$ cat src/rtl/rgbw_pkg.sv
// ---------------------------------------------------------------------------
// rgbw_pkg
// Shared definitions for the RGBW output path (frame scheduler and serializer).
//   - FIFO word layout: [31] valid, [30] stream_reset, [23:0] {G,R,B}, rest 0
//   - STREAM_RST_WORD: the word that tells the serializer to emit a latch gap
//   - frame_state_t: scheduler FSM encoding
//   - pixel_word(): packs a 24-bit G/R/B pixel into a valid FIFO word
// ---------------------------------------------------------------------------
package rgbw_pkg;

  localparam int BNUM_VALID        = 31;
  localparam int BNUM_STREAM_RESET = 30;

  localparam int G_MSB = 23;
  localparam int G_LSB = 16;
  localparam int R_MSB = 15;
  localparam int R_LSB = 8;
  localparam int B_MSB = 7;
  localparam int B_LSB = 0;

  localparam logic [31:0] STREAM_RST_WORD = 32'hC000_0000;

  typedef enum logic [2:0] {
    ST_IDLE     = 3'd0,
    ST_FETCH    = 3'd1,
    ST_MEM_WAIT = 3'd2,
    ST_PUSH     = 3'd3,
    ST_RST_WORD = 3'd4,
    ST_DONE     = 3'd5
  } frame_state_t;

  function automatic logic [31:0] pixel_word(input logic [23:0] grb);
    logic [31:0] w;
    w                = '0;
    w[BNUM_VALID]    = 1'b1;
    w[G_MSB:G_LSB]   = grb[G_MSB:G_LSB];
    w[R_MSB:R_LSB]   = grb[R_MSB:R_LSB];
    w[B_MSB:B_LSB]   = grb[B_MSB:B_LSB];
    return w;
  endfunction

endpackage

$ cat src/rtl/rgbw_frame_timer.sv
// ---------------------------------------------------------------------------
// rgbw_frame_timer
// Refresh-period down-counter. Counts FRAME_PERIOD-1 .. 0 while enabled and
// flags a tick on the terminal count, reloading in the same clock, so ticks
// are exactly FRAME_PERIOD clocks apart. Disabling freezes and reloads the
// counter: a re-enable always waits one full period before the first tick.
// Ports:
//   clk       in  system clock
//   rst_n     in  async active-low reset (already release-synchronized)
//   i_enable  in  1 = count, 0 = hold at reload value
//   o_tick    out 1-clk refresh tick (combinational from the count)
// ---------------------------------------------------------------------------
module rgbw_frame_timer #(
  parameter int FRAME_PERIOD = 1600000
) (
  input  logic clk,
  input  logic rst_n,
  input  logic i_enable,
  output logic o_tick
);

  localparam int CNT_W = $clog2(FRAME_PERIOD);
  localparam logic [CNT_W-1:0] RELOAD = CNT_W'(FRAME_PERIOD - 1);

  logic [CNT_W-1:0] r_count;
  logic             w_tc;

  assign w_tc   = (r_count == '0);
  assign o_tick = i_enable && w_tc;

  always_ff @(posedge clk or negedge rst_n) begin
    if (!rst_n) begin
      r_count <= RELOAD;
    end else if (!i_enable || w_tc) begin
      r_count <= RELOAD;
    end else begin
      r_count <= r_count - 1'b1;
    end
  end

endmodule

$ cat src/rtl/rgbw_frame_sched.sv
// ---------------------------------------------------------------------------
// rgbw_frame_sched
// Frame scheduler for the RGBW serial-output path. Each frame reads NUM_LEDS
// pixels from a 1-cycle-latency frame memory, pushes one FIFO word per pixel
// and then one stream-reset word. Frames are started by the refresh timer or
// by a host request; requests arriving while a frame is pending or running
// merge into a single pending frame.
// Ports:
//   clk               in   system clock (same as FIFO write clock)
//   rst               in   async active-low reset; release is synchronized
//   in_enable         in   periodic refresh enable
//   in_frame_req      in   1-clk host frame request
//   in_mem_rdata      in   pixel {G,R,B}, valid 1 clk after out_mem_rd
//   in_wr_fifo_full   in   FIFO full flag
//   out_mem_rd        out  1-clk memory read strobe
//   out_mem_addr      out  pixel address
//   out_wr_fifo_en    out  1-clk FIFO write enable
//   out_wr_fifo_data  out  FIFO word (see rgbw_pkg)
//   out_busy          out  frame in progress
//   out_frame_done    out  1-clk pulse after the stream-reset word is written
//   out_frame_count   out  completed frames, wrapping 16-bit
//
// state       | meaning
// ------------+-------------------------------------------------------------
// ST_IDLE     | waiting for pending; on start clear pending, addr=0, busy=1
// ST_FETCH    | read strobe is high for the current address
// ST_MEM_WAIT | memory data valid; capture it as a pixel word
// ST_PUSH     | write pixel word when not full, then next pixel or reset word
// ST_RST_WORD | load stream-reset word, then write it when not full
// ST_DONE     | reset word being written; pulse done, bump count, drop busy
// ---------------------------------------------------------------------------
module rgbw_frame_sched
  import rgbw_pkg::*;
#(
  parameter  int NUM_LEDS     = 64,
  parameter  int FRAME_PERIOD = 1600000,
  localparam int ADDR_W       = (NUM_LEDS > 1) ? $clog2(NUM_LEDS) : 1
) (
  input  logic              clk,
  input  logic              rst,
  input  logic              in_enable,
  input  logic              in_frame_req,
  input  logic [23:0]       in_mem_rdata,
  input  logic              in_wr_fifo_full,
  output logic              out_mem_rd,
  output logic [ADDR_W-1:0] out_mem_addr,
  output logic              out_wr_fifo_en,
  output logic [31:0]       out_wr_fifo_data,
  output logic              out_busy,
  output logic              out_frame_done,
  output logic [15:0]       out_frame_count
);

  localparam logic [ADDR_W-1:0] LAST_ADDR = ADDR_W'(NUM_LEDS - 1);

  // Reset: asserts asynchronously, releases two clocks later on a clock edge.
  logic [1:0] r_rst_sync;
  logic       w_rst_n;

  always_ff @(posedge clk or negedge rst) begin
    if (!rst) begin
      r_rst_sync <= 2'b00;
    end else begin
      r_rst_sync <= {r_rst_sync[0], 1'b1};
    end
  end

  assign w_rst_n = r_rst_sync[1];

  logic w_tick;

  rgbw_frame_timer #(
    .FRAME_PERIOD (FRAME_PERIOD)
  ) u_timer (
    .clk      (clk),
    .rst_n    (w_rst_n),
    .i_enable (in_enable),
    .o_tick   (w_tick)
  );

  frame_state_t      r_state;
  logic              r_pending;
  logic [ADDR_W-1:0] r_addr;
  logic              r_mem_rd;
  logic              r_fifo_en;
  logic [31:0]       r_data;
  logic              r_busy;
  logic              r_done;
  logic [15:0]       r_count;

  frame_state_t      w_state_nxt;
  logic [ADDR_W-1:0] w_addr_nxt;
  logic              w_mem_rd_nxt;
  logic              w_fifo_en_nxt;
  logic [31:0]       w_data_nxt;
  logic              w_busy_nxt;
  logic              w_done_nxt;
  logic [15:0]       w_count_nxt;
  logic              w_start;

  always_comb begin
    w_state_nxt   = r_state;
    w_addr_nxt    = r_addr;
    w_mem_rd_nxt  = 1'b0;
    w_fifo_en_nxt = 1'b0;
    w_data_nxt    = r_data;
    w_busy_nxt    = r_busy;
    w_done_nxt    = 1'b0;
    w_count_nxt   = r_count;
    w_start       = 1'b0;

    unique case (r_state)
      ST_IDLE: begin
        if (r_pending) begin
          w_start      = 1'b1;
          w_addr_nxt   = '0;
          w_busy_nxt   = 1'b1;
          w_mem_rd_nxt = 1'b1;
          w_state_nxt  = ST_FETCH;
        end
      end

      ST_FETCH: begin
        w_state_nxt = ST_MEM_WAIT;
      end

      ST_MEM_WAIT: begin
        w_data_nxt  = pixel_word(in_mem_rdata);
        w_state_nxt = ST_PUSH;
      end

      ST_PUSH: begin
        // The write enable is registered: full is sampled here and the word
        // appears on the FIFO port one clock later, with r_data still stable.
        if (!in_wr_fifo_full) begin
          w_fifo_en_nxt = 1'b1;
          if (r_addr == LAST_ADDR) begin
            w_state_nxt = ST_RST_WORD;
          end else begin
            w_addr_nxt   = r_addr + 1'b1;
            w_mem_rd_nxt = 1'b1;
            w_state_nxt  = ST_FETCH;
          end
        end
      end

      ST_RST_WORD: begin
        // First cycle here the last pixel word is still on the FIFO port, so
        // the reset word is only loaded at its end; the stream_reset bit of
        // r_data tells the two cycles apart.
        if (!r_data[BNUM_STREAM_RESET]) begin
          w_data_nxt = STREAM_RST_WORD;
        end else if (!in_wr_fifo_full) begin
          w_fifo_en_nxt = 1'b1;
          w_state_nxt   = ST_DONE;
        end
      end

      ST_DONE: begin
        w_done_nxt  = 1'b1;
        w_count_nxt = r_count + 1'b1;
        w_busy_nxt  = 1'b0;
        w_state_nxt = ST_IDLE;
      end

      default: begin
        w_state_nxt = ST_IDLE;
      end
    endcase
  end

  always_ff @(posedge clk or negedge w_rst_n) begin
    if (!w_rst_n) begin
      r_state   <= ST_IDLE;
      r_pending <= 1'b0;
      r_addr    <= '0;
      r_mem_rd  <= 1'b0;
      r_fifo_en <= 1'b0;
      r_data    <= '0;
      r_busy    <= 1'b0;
      r_done    <= 1'b0;
      r_count   <= '0;
    end else begin
      r_state   <= w_state_nxt;
      // New requests win over the clear, so a request landing on the start
      // cycle is not lost; everything else merges into the one pending flag.
      r_pending <= (r_pending && !w_start) || w_tick || in_frame_req;
      r_addr    <= w_addr_nxt;
      r_mem_rd  <= w_mem_rd_nxt;
      r_fifo_en <= w_fifo_en_nxt;
      r_data    <= w_data_nxt;
      r_busy    <= w_busy_nxt;
      r_done    <= w_done_nxt;
      r_count   <= w_count_nxt;
    end
  end

  assign out_mem_rd       = r_mem_rd;
  assign out_mem_addr     = r_addr;
  assign out_wr_fifo_en   = r_fifo_en;
  assign out_wr_fifo_data = r_data;
  assign out_busy         = r_busy;
  assign out_frame_done   = r_done;
  assign out_frame_count  = r_count;

endmodule

$ cat config.mk
export PLATFORM = sky130hd
export DESIGN_NAME = rgbw_frame_sched
export DESIGN_NICKNAME = d
export VERILOG_FILES = /design/src/rtl/rgbw_pkg.sv /design/src/rtl/rgbw_frame_timer.sv /design/src/rtl/rgbw_frame_sched.sv
export SDC_FILE = /design/constraint.sdc
export NUM_CORES = 1
export LEC_CHECK = 0
export CORE_MARGIN = 3
export CORE_UTILIZATION = 48
export CTS_BUF_LIST = sky130_fd_sc_hd__clkbuf_8
export CTS_CLUSTER_DIAMETER = 150
export DETAILED_ROUTE_END_ITERATION = 8
export GPL_ROUTABILITY_DRIVEN = 0
export PLACE_DENSITY = 0.78
export SYNTH_ARGS = -nofsm -noshare
export SYNTH_HDL_FRONTEND = slang
export SYNTH_SLANG_ARGS = --single-unit
$ cat constraint.sdc
create_clock -name clk -period 4.7 [get_ports clk]
set_clock_uncertainty 0.1 [all_clocks]
set_input_delay 0.94 -clock clk [delete_from_list [all_inputs] [get_ports clk]]
set_output_delay 0.94 -clock clk [all_outputs]
set_load 0.02 [all_outputs]
### Cell classes on the final placement, run 1

(3 px per µm)
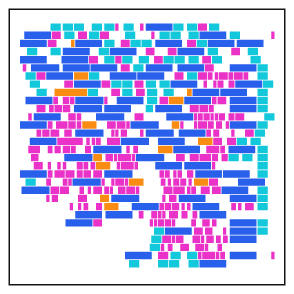
blue -> sequential cells  # cells 79, share of their area 45%
magenta -> remaining logic cells  # cells 224, share of their area 33%
cyan -> remaining buffers and delay cells  # cells 81, share of their area 18%
orange -> clock drivers and dummy loads  # cells 15, share of their area 4.2%
cell row count: 30
Core Util, Final: 65.6%
flop share of the area: 43.8%
cell area after layout: 4550 µm²
Core Region: 6940 µm²

### Routed clock nets over the placement, run 1

(3 px per µm)
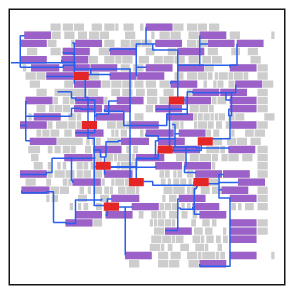
red -> clock-net drivers  # count 9
blue -> clock wires  # length 929 µm
purple -> flip-flops  # count 79
flops lie = all over the die
routed clock nets = 10
clock network power share: 21.9%
clk_lat worst skew: 340 ps
Clk. pwr: 483 µW

==> Changelog: implementation, run 1 <==
### Changed

- Synth mux share: 0.608%
- Final Non-Filler Cells: 495
- Area fraction in compound gates: 12.2%
- Area-dominant class: sequential cells
- Setup TNS: 0 ps
- CP Data Required Time: 3660 ps
- Max VDD drop: 0.000326 V
- Clock Sinks: 79
- Status: completed
- Grt met1 use: 26.1%
- Routed length per instance: 15.1 µm
- Count of pins over their slew limit: 0
- Comb gates: 212
- Simple Share, Synth: 18.4%
- R2R depth: 4
- Power, Total: 2.21 mW
- Mapped Area: 3500 µm²
- Seq pwr share: 42.6%
- Initial DRC count: 107
- Metal-1 WL: 3440 µm
- Initial antenna violation count: 0
- Crit path launch type: register
- Repair and plain buffers: 81
### Where the registers sit, run 1

(3 px per µm)
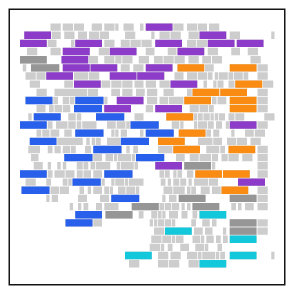
orange -> out_frame_count  # placed flops 16
purple -> out_wr_fifo_data  # placed flops 26
cyan -> out_mem_addr  # placed flops 6
blue -> u_timer.r_count  # placed flops 21
not colored = 10
Reg area: 2000 µm²
Seq. pwr: 939 µW

run 1: synth_stat cells, types with 11 or more instances:
library cell | n | area (µm²)
xor2_1 | 15 | 131
inv_1 | 12 | 45.0
nor2_1 | 18 | 67.6
dfrtp_1 | 65 | 1630
xnor2_1 | 11 | 96.3
nand2_1 | 26 | 97.6
a22o_1 | 24 | 210
dfstp_2 | 14 | 368
o21ai_0 | 14 | 70.1
nand3_1 | 15 | 75.1
run 1: state kept, by name, indices dropped and copies added, names as in the netlist, 2 cells and up:
name,flops
r_rst_sync,2
out_wr_fifo_data,26
out_mem_addr,6
out_frame_count,16
r_state,3
u_timer.r_count,21
run 1: worst register-to-register path, delay by kind of cell, from the launching register on:
kind	cells	cell delay, ps
and+or+nand+nor	3	1170
AOI/OAI and AO/OA	1	550
DFF	1	440
--- run 2 (diff from run 1) ---
==> constraint.sdc (replaced) <==
create_clock -name clk -period 2.3 [get_ports clk]
set_clock_uncertainty 0.1 [all_clocks]
set_input_delay 0.46 -clock clk [delete_from_list [all_inputs] [get_ports clk]]
set_output_delay 0.46 -clock clk [all_outputs]
set_load 0.02 [all_outputs]
### Routed clock nets over the placement, run 2

(3 px per µm)
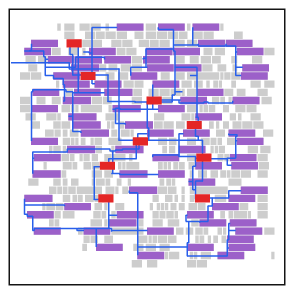
blue -> clock wires  # length 924 µm
purple -> flip-flops  # count 79
red -> clock-net drivers  # count 9
routed clock nets = 10
clock network power share: 25.5%
Clk. pwr: 1.21 mW

==> run 2 against run 1 <==
Net effect: via count up 4.6%; total power is 120% higher; area after synthesis did not move; global-route usage grew 0.40 points; sequential share of layout area is 1.2 points lower; first-iteration DRC count is 29% higher; synthesized cell count stayed put; combinational power rose by 110%; sequential cell count stayed put; worst hold slack got worse by 100 ps; cell count up 2.0%; register-to-register slack got worse by 2100 ps; largest cell class unchanged.
==> Changelog: implementation, run 2 <==
### Changed

- Status: completed
- Initial DRC count: 138
- Seq pwr share: 40.5%
- Synth top cell by count: dfrtp_1
- Setup TNS: 0 ps
- Power, Total: 4.77 mW
- DP Area: 4450 µm²
- Area leader, netlist: dfrtp_1
- Top cells by count: dfrtp_1 (65), nand2_1 (26), a22o_1 (24)
- Simple Share, Synth: 18.4%
- Leak: 2.04 nW
- Cell area after layout: 4680 µm²
- Layout cells sized above 1: 12.5%
- Synth mux share: 0.608%
- Area fraction in compound gates: 12.2%
- CTS hold repair buffers: 0
- Routed length per instance: 15.2 µm
- Crit path launch type: register
- CTS Root Cell: clkbuf_8
- Final Non-Filler Cells: 505
- Critical Path Sink Type: register
- Psw: 1.57 mW
- R2R depth: 4
- Post-synth top area share: 46.5%
- Top cells by area: dfrtp_1 (46%), dfstp_2 (11%), a22o_1 (6.0%)
- Clk_lat worst skew: 340 ps
- Max VDD drop: 0.000657 V
- Cell row count: 30
- Mapped Area: 3500 µm²
- Max reg flops: 26
- Count of pins over their slew limit: 0
- Switch share: 33.0%
- Core Region: 6940 µm²
- FF-to-FF End: u_timer.r_count[18]
- Clock Sinks: 79
### Where the registers sit, run 2

(3 px per µm)
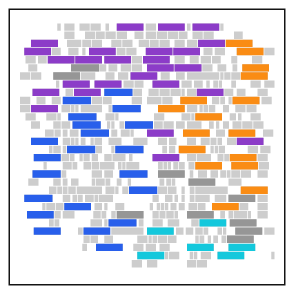
orange -> out_frame_count  # placed flops 16
purple -> out_wr_fifo_data  # placed flops 26
blue -> u_timer.r_count  # placed flops 21
cyan -> out_mem_addr  # placed flops 6
flop share of the area: 42.6%
Core Util, Final: 67.4%
Seq. pwr: 1.93 mW

-- run 2: layer usage --
layer  track usage, %  vias to the layer above  routed length, µm
li1                 -                     1285                  -
met1             24.7                     1358               3350
met2             31.9                       73               3910
met3             4.14                       12                301
met4             6.53                        0                105
met5                0                        -                  0
-- run 2: final cells by class --
class / count / area, µm² / area share [%]
multi-input combinational: 212 / 1400 / 29.8
sequential: 79 / 2000 / 42.6
timing repair buffer: 90 / 888 / 19.0
tap: 96 / 120 / 2.56
inverter: 12 / 45.0 / 0.962
clock inverter: 7 / 114 / 2.43
clock buffer: 9 / 124 / 2.64
-- run 2: worst max-delay path, delay by kind of cell, from the launching register on --
kind / cells / cell delay (ps)
simple gates: 3 / 1340
flops: 1 / 440
compound gates: 1 / 140
--- run 3 (diff from run 2) ---
==> constraint.sdc (replaced) <==
create_clock -name clk -period 2.02 [get_ports clk]
set_clock_uncertainty 0.1 [all_clocks]
set_input_delay 0.404 -clock clk [delete_from_list [all_inputs] [get_ports clk]]
set_output_delay 0.404 -clock clk [all_outputs]
set_load 0.02 [all_outputs]
### Port wiring, run 3

(4 px per µm)
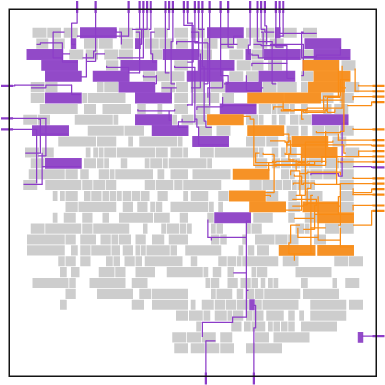
purple -> out_wr_fifo_data  # bits 32, direction output, edge 25 north, 3 west, 2 east, 2 south, end cells 32, wire 910 µm
orange -> out_frame_count  # bits 16, direction output, edge east, end cells 16, wire 578 µm
port bufs: 80
IO Pins: 87

==> run 3 against run 2 <==
Net effect: synthesized cell count is the same; non-clock buffer count grew 4; area after synthesis is the same; global-route usage shrank 0.16 points; count of clock-buffer cells in the layout is the same; first-iteration DRC count shrank 8.0%; sequential share of layout area is essentially flat; total power grew 9.3%; setup slack lost 210 ps; combinational power grew 14%; worst hold slack lost 35 ps.
==> Changelog: implementation, run 3 <==
### Changed

- Status: completed
- Seq. pwr: 2.19 mW
- CTS hold repair buffers: 0
- Met3 WL: 363 µm
- Reg area: 2000 µm²
- Synth mux share: 0.608%
- Initial antenna violation count: 0
- Critical Path Sink Type: register
- WP data arrival: 2180 ps
- Initial DRC count: 127
- Routed length per instance: 14.9 µm
- Clk. pwr: 1.18 mW
- Crit path launch type: register
- Clock network power share: 22.7%
- Switch share: 34.5%
- Synth Register Bits: 79
- Synth top cell by count: dfrtp_1
- CP bufs+invs: 0
- Count of pins over their slew limit: 0
- Core Region: 6940 µm²
- Metal2 WL: 3820 µm
- Post-place setup slack: 19.7 ps
- H-tree depth: 3
- Final Non-Filler Cells: 509
- Psw: 1.80 mW
- Seq pwr share: 42.0%
- Layout cells sized above 1: 14.5%
- Cell row count: 30
- DR top layer: met4
- Post-synth top area share: 46.5%
- Power, Total: 5.21 mW
- Pre-Place Util: 50.4%
- CP Data Required Time: 2180 ps
- Clock Sinks: 79
- FF-to-FF End: u_timer.r_count[18]
- Area of the multi-input gates: 1410 µm²
- Area growth, synth to finish: 34.0%
- Mapped Area: 3500 µm²
- DP Area: 4450 µm²
- Simple Share, Synth: 18.4%
- Vias in the first global route: 2626
- Max reg flops: 26
- Top cells by area: dfrtp_1 (46%), dfstp_2 (11%), a22o_1 (6.0%)
- CTS Root Cell: clkbuf_8
- Metal-1 WL: 3370 µm
### Cell classes on the final placement, run 3

(3 px per µm)
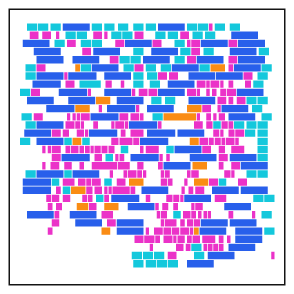
cyan -> remaining buffers and delay cells  # cells 94, share of their area 20%
orange -> clock drivers and dummy loads  # cells 16, share of their area 4.4%
magenta -> remaining logic cells  # cells 224, share of their area 32%
blue -> sequential cells  # cells 79, share of their area 44%
cell area after layout: 4690 µm²
Core Util, Final: 67.5%
flop share of the area: 42.6%

## run 3: cell counts after synthesis
Identical to the previous run, type by type.
## run 3: cell type report
class                      instances  area share, %
clock buffer                       9           2.64
sequential                        79           42.6
multi-input combinational        212           30.0
tap                               96           2.56
timing repair buffer              94           19.6
clock inverter                     7           1.66
inverter                          12          0.961
## run 3: layer usage
metal | up-vias | GRT usage, %
met2 | 75 | 29.9
li1 | 1291 | -
met5 | - | 0
met1 | 1345 | 25.7
met4 | 0 | 5.90
met3 | 4 | 5.05
## run 3: what timing repair did
item                                    CTS  global route
endpoints found under the setup margin    1            15
buffers inserted                          2             1
gates resized                             0             3
pin swaps                                 3             3
hold endpoints to repair                  0             0
Power and IR drop assume default switching activity.
